### M2 wires

(1 px per um)
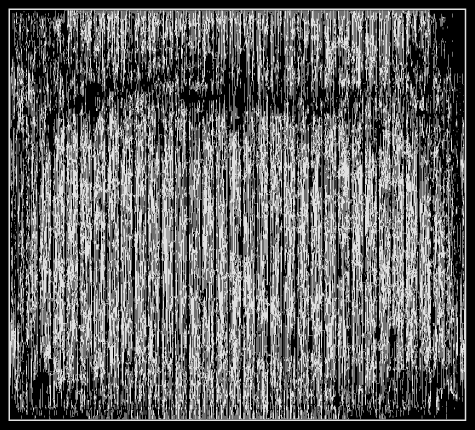
### Close-up of the layout

Region (215, 192) to (240, 217) um. Cells in grey, sequential cells in the stronger grey; small squares are vias.
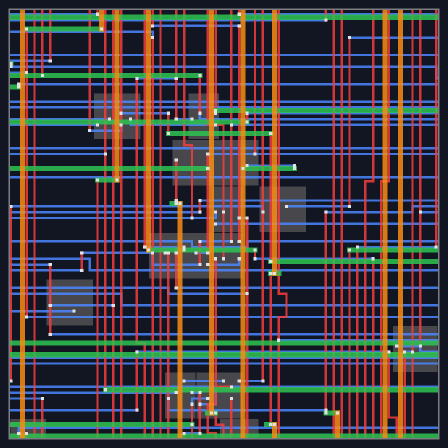
### Sequential cells coloured by netlist name

(1 px per um) Other sequential cells in the stronger grey, the rest of the logic in the fainter grey.
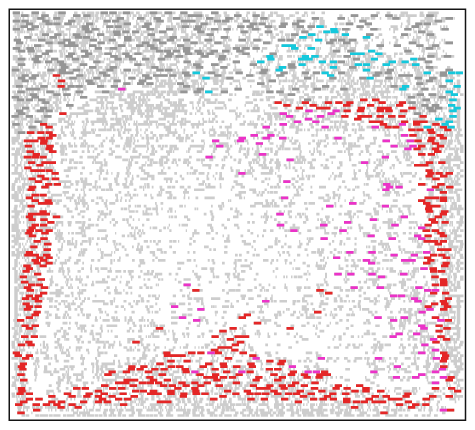
==> src/rtl/fetch_bundle_emitter_pkg.sv <==
//==============================================================================
// Package : fetch_pkg
// Shared widths, bundle-length encoding and emitter state encoding for the
// fetch->decode bundle path.
// Rev 1.0 - initial release
//==============================================================================
`default_nettype none

package fetch_pkg;

  localparam int INSTR_WIDTH   = 32;
  localparam int BUNDLE_SLOTS  = 4;
  localparam int BUNDLE_WIDTH  = BUNDLE_SLOTS * INSTR_WIDTH;
  localparam int LINE_WORDS    = 16;
  localparam int ADDRESS_WIDTH = 64;
  localparam int PID_SIZE      = 32;
  localparam int TID_SIZE      = 64;
  localparam int MAJID_WIDTH   = 64;

  // Bundle length travels as instruction count minus one.
  typedef logic [1:0] bundle_len_t;

  typedef enum logic [0:0] {
    ST_IDLE = 1'b0,
    ST_EMIT = 1'b1
  } emit_state_t;

  function automatic bundle_len_t encode_len(input logic [2:0] count);
    return bundle_len_t'(count - 3'd1);
  endfunction

endpackage

`default_nettype wire

==> src/rtl/fetch_bundle_emitter_if.sv <==
//==============================================================================
// Interface : fetch_bundle_if
// Bundle bus from the emitter (master) to the bundle parser (slave).
// Rev 1.0 - initial release
//==============================================================================
`default_nettype none

interface fetch_bundle_if #(
  parameter int ADDRESS_WIDTH = fetch_pkg::ADDRESS_WIDTH,
  parameter int PID_SIZE      = fetch_pkg::PID_SIZE,
  parameter int TID_SIZE      = fetch_pkg::TID_SIZE
);

  logic                              enable_o;
  logic [fetch_pkg::BUNDLE_WIDTH-1:0] bundle_o;
  logic [ADDRESS_WIDTH-1:0]          bundleAddress_o;
  fetch_pkg::bundle_len_t            bundleLen_o;
  logic                              is64Bit_o;
  logic [PID_SIZE-1:0]               bundlePid_o;
  logic [TID_SIZE-1:0]               bundleTid_o;
  logic [fetch_pkg::MAJID_WIDTH-1:0] bundleStartMajId_o;
  logic                              downstreamReady_i;

  modport master (
    output enable_o, bundle_o, bundleAddress_o, bundleLen_o,
    output is64Bit_o, bundlePid_o, bundleTid_o, bundleStartMajId_o,
    input  downstreamReady_i
  );

  modport slave (
    input  enable_o, bundle_o, bundleAddress_o, bundleLen_o,
    input  is64Bit_o, bundlePid_o, bundleTid_o, bundleStartMajId_o,
    output downstreamReady_i
  );

endinterface

`default_nettype wire

==> src/rtl/fetch_bundle_emitter_packer.sv <==
//==============================================================================
// Module : fetch_bundle_packer
// Combinational slicer: buffered line + cursor -> zero-filled 4-slot bundle,
// instruction count, and a flag marking the final bundle of the line.
// Rev 1.0 - initial release
//==============================================================================
`default_nettype none

module fetch_bundle_packer
  import fetch_pkg::*;
#(
  parameter int LINE_WORDS   = fetch_pkg::LINE_WORDS,
  parameter int CURSOR_WIDTH = $clog2(LINE_WORDS)
) (
  input  wire logic [LINE_WORDS*INSTR_WIDTH-1:0] line_i,
  input  wire logic [CURSOR_WIDTH-1:0]           cursor_i,
  output logic      [BUNDLE_WIDTH-1:0]           bundle_o,
  output logic      [2:0]                        count_o,
  output logic                                   last_o
);

  localparam int c_REM_WIDTH = CURSOR_WIDTH + 1;

  logic [c_REM_WIDTH-1:0] w_remaining;

  assign w_remaining = c_REM_WIDTH'(LINE_WORDS) - {1'b0, cursor_i};
  assign last_o      = (w_remaining <= c_REM_WIDTH'(BUNDLE_SLOTS));
  assign count_o     = last_o ? 3'(w_remaining) : 3'(BUNDLE_SLOTS);

  // Slots past the end of the line stay zero; bundles never wrap into word 0.
  always_comb begin
    bundle_o = '0;
    for (int k = 0; k < BUNDLE_SLOTS; k++) begin
      for (int j = 0; j < LINE_WORDS; j++) begin
        if ((k < int'(count_o)) && (j == int'(cursor_i) + k)) begin
          bundle_o[k*INSTR_WIDTH +: INSTR_WIDTH] = line_i[j*INSTR_WIDTH +: INSTR_WIDTH];
        end
      end
    end
  end

endmodule

`default_nettype wire

==> src/rtl/fetch_bundle_emitter.sv <==
//==============================================================================
// Module : fetch_bundle_emitter
// Buffers one fetched I-cache line and emits it as bundles of up to four
// instructions, tagging each with its starting major ID.
// Optional: FETCH_BUNDLE_PERF_EN adds saturating bundle/stall counters.
// Rev 1.0 - initial release
//==============================================================================
`default_nettype none

module fetch_bundle_emitter
  import fetch_pkg::*;
#(
  parameter int ADDRESS_WIDTH = fetch_pkg::ADDRESS_WIDTH,
  parameter int LINE_WORDS    = fetch_pkg::LINE_WORDS,
  parameter int PID_SIZE      = fetch_pkg::PID_SIZE,
  parameter int TID_SIZE      = fetch_pkg::TID_SIZE
) (
  input  wire logic                              clock_i,
  input  wire logic                              reset_i,
  input  wire logic                              lineValid_i,
  output logic                                   lineReady_o,
  input  wire logic [LINE_WORDS*INSTR_WIDTH-1:0] line_i,
  input  wire logic [ADDRESS_WIDTH-1:0]          fetchAddress_i,
  input  wire logic                              is64Bit_i,
  input  wire logic [PID_SIZE-1:0]               pid_i,
  input  wire logic [TID_SIZE-1:0]               tid_i,
  input  wire logic                              flush_i,
  fetch_bundle_if.master                         bundle_if
`ifdef FETCH_BUNDLE_PERF_EN
  ,
  output logic [31:0]                            bundleCount_o,
  output logic [31:0]                            stallCount_o
`endif
);

  localparam int c_CURSOR_WIDTH = $clog2(LINE_WORDS);
  localparam int c_OFFSET_BITS  = c_CURSOR_WIDTH + 2;
  localparam logic [ADDRESS_WIDTH-1:0] c_BASE_MASK = {ADDRESS_WIDTH{1'b1}} << c_OFFSET_BITS;

  emit_state_t                      r_state;
  logic [LINE_WORDS*INSTR_WIDTH-1:0] r_line;
  logic [c_CURSOR_WIDTH-1:0]        r_cursor;
  logic [ADDRESS_WIDTH-1:0]         r_base;
  logic                             r_is64;
  logic [PID_SIZE-1:0]              r_pid;
  logic [TID_SIZE-1:0]              r_tid;
  logic [MAJID_WIDTH-1:0]           r_majId;

  logic                             r_enable;
  logic [BUNDLE_WIDTH-1:0]          r_bundle;
  logic [ADDRESS_WIDTH-1:0]         r_bundleAddress;
  bundle_len_t                      r_bundleLen;
  logic                             r_outIs64;
  logic [PID_SIZE-1:0]              r_outPid;
  logic [TID_SIZE-1:0]              r_outTid;
  logic [MAJID_WIDTH-1:0]           r_startMajId;

  logic [BUNDLE_WIDTH-1:0]          w_bundle;
  logic [2:0]                       w_count;
  logic                             w_last;
  logic                             w_emit;
  logic                             w_accept;

  fetch_bundle_packer #(
    .LINE_WORDS   (LINE_WORDS),
    .CURSOR_WIDTH (c_CURSOR_WIDTH)
  ) u_packer (
    .line_i   (r_line),
    .cursor_i (r_cursor),
    .bundle_o (w_bundle),
    .count_o  (w_count),
    .last_o   (w_last)
  );

  assign w_emit = (r_state == ST_EMIT) && bundle_if.downstreamReady_i && !flush_i;

  // Ready on the final bundle's cycle lets the next line follow with no bubble.
  assign lineReady_o = !flush_i &&
                       ((r_state == ST_IDLE) ||
                        ((r_state == ST_EMIT) && bundle_if.downstreamReady_i && w_last));
  assign w_accept    = lineValid_i && lineReady_o;

  always_ff @(posedge clock_i) begin
    if (reset_i) begin
      r_state         <= ST_IDLE;
      r_line          <= '0;
      r_cursor        <= '0;
      r_base          <= '0;
      r_is64          <= 1'b0;
      r_pid           <= '0;
      r_tid           <= '0;
      r_majId         <= '0;
      r_enable        <= 1'b0;
      r_bundle        <= '0;
      r_bundleAddress <= '0;
      r_bundleLen     <= '0;
      r_outIs64       <= 1'b0;
      r_outPid        <= '0;
      r_outTid        <= '0;
      r_startMajId    <= '0;
    end else if (flush_i) begin
      r_state  <= ST_IDLE;
      r_enable <= 1'b0;
    end else begin
      r_enable <= 1'b0;
      if (w_emit) begin
        r_enable        <= 1'b1;
        r_bundle        <= w_bundle;
        r_bundleAddress <= r_base + (ADDRESS_WIDTH'(r_cursor) << 2);
        r_bundleLen     <= encode_len(w_count);
        r_outIs64       <= r_is64;
        r_outPid        <= r_pid;
        r_outTid        <= r_tid;
        r_startMajId    <= r_majId;
        r_cursor        <= r_cursor + c_CURSOR_WIDTH'(w_count);
        r_majId         <= r_majId + MAJID_WIDTH'(w_count);
      end
      if (w_accept) begin
        r_state  <= ST_EMIT;
        r_line   <= line_i;
        r_base   <= fetchAddress_i & c_BASE_MASK;
        r_cursor <= fetchAddress_i[c_OFFSET_BITS-1:2];
        r_is64   <= is64Bit_i;
        r_pid    <= pid_i;
        r_tid    <= tid_i;
      end else if (w_emit && w_last) begin
        r_state <= ST_IDLE;
      end
    end
  end

  assign bundle_if.enable_o           = r_enable;
  assign bundle_if.bundle_o           = r_bundle;
  assign bundle_if.bundleAddress_o    = r_bundleAddress;
  assign bundle_if.bundleLen_o        = r_bundleLen;
  assign bundle_if.is64Bit_o          = r_outIs64;
  assign bundle_if.bundlePid_o        = r_outPid;
  assign bundle_if.bundleTid_o        = r_outTid;
  assign bundle_if.bundleStartMajId_o = r_startMajId;

`ifdef FETCH_BUNDLE_PERF_EN
  logic [31:0] r_bundleCount;
  logic [31:0] r_stallCount;

  always_ff @(posedge clock_i) begin
    if (reset_i) begin
      r_bundleCount <= '0;
      r_stallCount  <= '0;
    end else begin
      if (w_emit && (r_bundleCount != '1)) begin
        r_bundleCount <= r_bundleCount + 32'd1;
      end
      if ((r_state == ST_EMIT) && !bundle_if.downstreamReady_i && (r_stallCount != '1)) begin
        r_stallCount <= r_stallCount + 32'd1;
      end
    end
  end

  assign bundleCount_o = r_bundleCount;
  assign stallCount_o  = r_stallCount;
`endif

endmodule

`default_nettype wire

==> src/flat_wrapper.sv <==
// flat-port wrapper written by rule: the top's interface ports become plain ports
module fetch_bundle_emitter_flat import fetch_pkg::*;
#(
  parameter int ADDRESS_WIDTH = fetch_pkg::ADDRESS_WIDTH,
  parameter int LINE_WORDS    = fetch_pkg::LINE_WORDS,
  parameter int PID_SIZE      = fetch_pkg::PID_SIZE,
  parameter int TID_SIZE      = fetch_pkg::TID_SIZE
)
  (clock_i, reset_i, lineValid_i, lineReady_o, line_i, fetchAddress_i, is64Bit_i, pid_i, tid_i, flush_i, bundle_if_enable_o, bundle_if_bundle_o, bundle_if_bundleAddress_o, bundle_if_bundleLen_o, bundle_if_is64Bit_o, bundle_if_bundlePid_o, bundle_if_bundleTid_o, bundle_if_bundleStartMajId_o, bundle_if_downstreamReady_i);
  fetch_bundle_if #(.ADDRESS_WIDTH(ADDRESS_WIDTH), .PID_SIZE(PID_SIZE), .TID_SIZE(TID_SIZE)) bundle_if_i ();
  input  wire logic clock_i;
  input  wire logic reset_i;
  input  wire logic lineValid_i;
  output logic lineReady_o;
  input  wire logic [LINE_WORDS*INSTR_WIDTH-1:0] line_i;
  input  wire logic [ADDRESS_WIDTH-1:0] fetchAddress_i;
  input  wire logic is64Bit_i;
  input  wire logic [PID_SIZE-1:0] pid_i;
  input  wire logic [TID_SIZE-1:0] tid_i;
  input  wire logic flush_i;
  output wire logic [$bits(bundle_if_i.enable_o)-1:0] bundle_if_enable_o;
  output wire logic [$bits(bundle_if_i.bundle_o)-1:0] bundle_if_bundle_o;
  output wire logic [$bits(bundle_if_i.bundleAddress_o)-1:0] bundle_if_bundleAddress_o;
  output wire logic [$bits(bundle_if_i.bundleLen_o)-1:0] bundle_if_bundleLen_o;
  output wire logic [$bits(bundle_if_i.is64Bit_o)-1:0] bundle_if_is64Bit_o;
  output wire logic [$bits(bundle_if_i.bundlePid_o)-1:0] bundle_if_bundlePid_o;
  output wire logic [$bits(bundle_if_i.bundleTid_o)-1:0] bundle_if_bundleTid_o;
  output wire logic [$bits(bundle_if_i.bundleStartMajId_o)-1:0] bundle_if_bundleStartMajId_o;
  input wire logic [$bits(bundle_if_i.downstreamReady_i)-1:0] bundle_if_downstreamReady_i;
  assign bundle_if_enable_o = bundle_if_i.enable_o;
  assign bundle_if_bundle_o = bundle_if_i.bundle_o;
  assign bundle_if_bundleAddress_o = bundle_if_i.bundleAddress_o;
  assign bundle_if_bundleLen_o = bundle_if_i.bundleLen_o;
  assign bundle_if_is64Bit_o = bundle_if_i.is64Bit_o;
  assign bundle_if_bundlePid_o = bundle_if_i.bundlePid_o;
  assign bundle_if_bundleTid_o = bundle_if_i.bundleTid_o;
  assign bundle_if_bundleStartMajId_o = bundle_if_i.bundleStartMajId_o;
  assign bundle_if_i.downstreamReady_i = bundle_if_downstreamReady_i;
  fetch_bundle_emitter #(.ADDRESS_WIDTH(ADDRESS_WIDTH), .LINE_WORDS(LINE_WORDS), .PID_SIZE(PID_SIZE), .TID_SIZE(TID_SIZE)) u_core (.clock_i(clock_i), .reset_i(reset_i), .lineValid_i(lineValid_i), .lineReady_o(lineReady_o), .line_i(line_i), .fetchAddress_i(fetchAddress_i), .is64Bit_i(is64Bit_i), .pid_i(pid_i), .tid_i(tid_i), .flush_i(flush_i), .bundle_if(bundle_if_i));
endmodule
==> config.mk <==
export PLATFORM = sky130hd
export DESIGN_NAME = fetch_bundle_emitter_flat
export DESIGN_NICKNAME = d
export VERILOG_FILES = /design/src/rtl/fetch_bundle_emitter_pkg.sv /design/src/rtl/fetch_bundle_emitter_if.sv /design/src/rtl/fetch_bundle_emitter_packer.sv /design/src/rtl/fetch_bundle_emitter.sv /design/src/flat_wrapper.sv
export SDC_FILE = /design/constraint.sdc
export NUM_CORES = 2
export LEC_CHECK = 0
export CORE_ASPECT_RATIO = 0.9
export CORE_UTILIZATION = 30
export CTS_BUF_LIST = sky130_fd_sc_hd__clkbuf_8
export DETAILED_ROUTE_END_ITERATION = 10
export PLACE_DENSITY = 0.62
export SETUP_SLACK_MARGIN = 0.15
export SYNTH_ARGS = -nofsm -noshare
export SYNTH_HDL_FRONTEND = slang
export SYNTH_SLANG_ARGS = --single-unit
==> constraint.sdc <==
create_clock -name clock_i -period 4.37 [get_ports clock_i]
set_input_delay 0.6555 -clock clock_i [delete_from_list [all_inputs] [get_ports clock_i]]
set_output_delay 0.6555 -clock clock_i [all_outputs]
set_load 0.02 [all_outputs]
==> flow_summary.ini <==
; generated from flow reports
[routing]
drt-total-wl_mm = 457
wl_per_cell_um = 39.6
highest-signal-layer = met5
drtIter0Drc = 11700
viasPerCell = 6.23
drc_errors = 0
wirelength_met1_mm = 186
first_pass_iters = 9
ant_nets = 0
met3_length_mm = 52.9
vias = 71800
route.met2.wl_mm = 182

[grt]
overflow = 0
grt_pass1_wl_mm = 594
grt_antenna_before_repair = 54
grt_util_all_layers_pct = 47.0
grt_max_degree = 229
busiest_layer = met2
gr-usage-met1_pct = 61.5
grt_util_met2_pct = 65.4
grt_pass1_vias = 64800
use_met3_pct = 15.4

[flow_run]
drv_cap = 0
log.warning_count = 51

[power_and_ir_drop]
power.total_w = 0.0274
power_density_mw_per_mm2 = 356
vdd_drop_max_uv = 327
p_leak_nw = 27.2

[setup_path]
crit_slowest_cell = o31ai_4
slowest_delay_ns = 0.73
crit_end = u_core.bundle_if.bundle_o[90]
path_depth = 13
worst-r2r-cell-count = 13
critPathKind = reg -> reg
crit_arrival_ns = 5.25
r2r_setup_slack_ns = 0.07
reg2reg_from = u_core.r_cursor[1]
r2r-end = u_core.bundle_if.bundle_o[90]
cp-startpoint = u_core.r_cursor[1]
cp-end-kind = flip-flop
critPathRequiredTime_ns = 5.32
worstSetupStartpointType = flip-flop
path_cells = inv_1 > ha_2 > buf_4 > nand2b_1 > a31o_2 > o31ai_4 > buf_4 > o32ai_1 > o21ai_0 > nand3_1 > buf_4 > a41oi_1 > o221a_2
crit_family = AND-OR/OR-AND gates
crit_top_cell = buf_4

[synthesis]
ys_seq_share_pct = 39.4
ys_warn_count = 0
top_cell_area_share_pct = 39.4
flop_cell = dfxtp_1
ys_area_mm2 = 0.0554
synth_cells = 7611
synth_adder_area_share_pct = 0.330
mux_share_pct = 0.127
numSynthFlops = 1090
ys_sh_aoi_pct = 31.2
ys_sh_xor_pct = 1.09
topCellsByArea = dfxtp_1 (39%), nand2_1 (15%), a21oi_1 (11%), clkbuf_1 (3.2%), o21ai_0 (2.9%)
yosysUniqueCellTypes = 106
netlist.top_cell.by_area = dfxtp_1
simple_gate_share_pct = 22.5
netlist_area_mm2 = 0.0554
ys_top_cells_by_count = nand2_1 (2240), a21oi_1 (1210), dfxtp_1 (1090), clkbuf_1 (473), nor2_1 (338)
synth_top_cell_by_count = nand2_1
ys_top_logic_family = AND-OR/OR-AND gates
syn_avg_cell_area_um2 = 7.28

[sta]
setup_viol = 0
finalHoldViolCount = 0
max_slew_margin_pct = 18.8
final.setup.tns_ns = 0
fin_ws_ns = 0.0694
slew_violations = 0
worst_pin_slew_ns = 1.21
finalClockSkew_ns = 0.0723
min_period_ns = 4.30
max_freq_mhz = 233
finalClockPeriodUsage_pct = 98.4
rsz0062_at_grt = no

[clocking]
clock.latency.late_pin_ns = 1.00
cts_tree = yes
clkSinkCount = 1090
path_clk_slew_ns = 0.07
cts-root-buf = clkbuf_8
cts_resized = 4
clockBufferDepth = 3
cts_htree_levels = 4
hold_buffers = 0
post_cts_buffers = 0

[cells_and_area]
final_cells = 11500
nNetsFinal = 9616
fillers = 19000
drive_gt1_share_pct = 12.8
largest_reg_flops = 512
top_register = u_core.r_line
ff_latch_area_mm2 = 0.0218
logic_area_mm2 = 0.0309
fin_area_mm2 = 0.0770

[placed_design]
placed_area_mm2 = 0.0728
pre_cts_slack_ns = 0.0643
numPortBuffers = 1030

[min_path]
whs_endpoint = u_core.r_line[305]
min-delay-path-class = in -> reg
hp-start = reset_i
worstHoldPathCells = 2

[floorplan]
dieHeight_um = 410
dieArea_mm2 = 0.186
ioPinCount = 1035
row_count = 149
fp_util_pct = 30.2
die_w_um = 455

[status]
outcome = completed
## Picture notes: 'M2 wires'
wire length on this layer = 182 mm
nets with wire on the layer = 7715
share of all routed wire = 40%
longest straight run = 176 um
main direction = vertical

## Picture notes: 'Close-up of the layout'
M4 -> orange
M1 -> blue
M3 -> green
M2 -> red
cells with their middle in the window = 11
sequential cells in the window = 0
most frequent = o21ai_0 (3), buf_4 (3)

## Picture notes: 'Sequential cells coloured by netlist name'
u_core.bundle_if.bundleStartMajId_o -> cyan  # placed flops 64
u_core.r_line -> red  # placed flops 512, where spread over the die
u_core.bundle_if.bundle_o -> magenta  # placed flops 128
not coloured = 386

-- layout make-up --
type                            instances  share of cell area [%]
Clock buffer                          231                    4.13
Clock inverter                        104                    1.12
Multi-Input combinational cell       5836                    40.1
Antenna cell                           38                   0.123
Sequential cell                      1090                    28.3
Tap cell                             2416                    3.93
Timing Repair Buffer                 1784                    22.1
Inverter                               27                   0.132
-- report_power, final --
group / internal, W / total, W / leakage, nW / switching [W]
Combinational: 0.00219 / 0.00596 / 16.1 / 0.00377
Clock: 0.00543 / 0.0102 / 2.25 / 0.00481
Sequential: 0.0103 / 0.0112 / 8.86 / 0.000965
-- cells in the final DEF, fill, tap and decap left out, types with 152 or more instances in the layout --
cell | Yosys | layout
dfxtp_1 | 1090 | 1090
nand2_1 | 2240 | 2239
a21oi_1 | 1210 | 1209
clkdlybuf4s50_1 | 0 | 1028
clkbuf_8 | 0 | 231
a22oi_1 | 153 | 153
buf_4 | 64 | 668
nor2_1 | 338 | 334
o21ai_0 | 321 | 320
o22ai_1 | 152 | 152
-- logic make-up after synthesis --
logic type | Yosys count
muxes | 7
AOI/OAI and AO/OA | 2695
xor gates and xnor gates | 65
DFF | 1090
and+or+nand+nor | 3053
other | 1
buffers and inverters | 686
adders and majority gates | 14
-- worst register-to-register path: stages, from the launching register on --
cell,delay (ns)
dfxtp_1,0.33
inv_1,0.12
ha_2,0.26
buf_4,0.20
nand2b_1,0.24
a31o_2,0.32
o31ai_4,0.73
buf_4,0.29
o32ai_1,0.08
o21ai_0,0.49
nand3_1,0.30
buf_4,0.24
a41oi_1,0.43
o221a_2,0.27
Power is estimated from default activity; no workload was simulated.
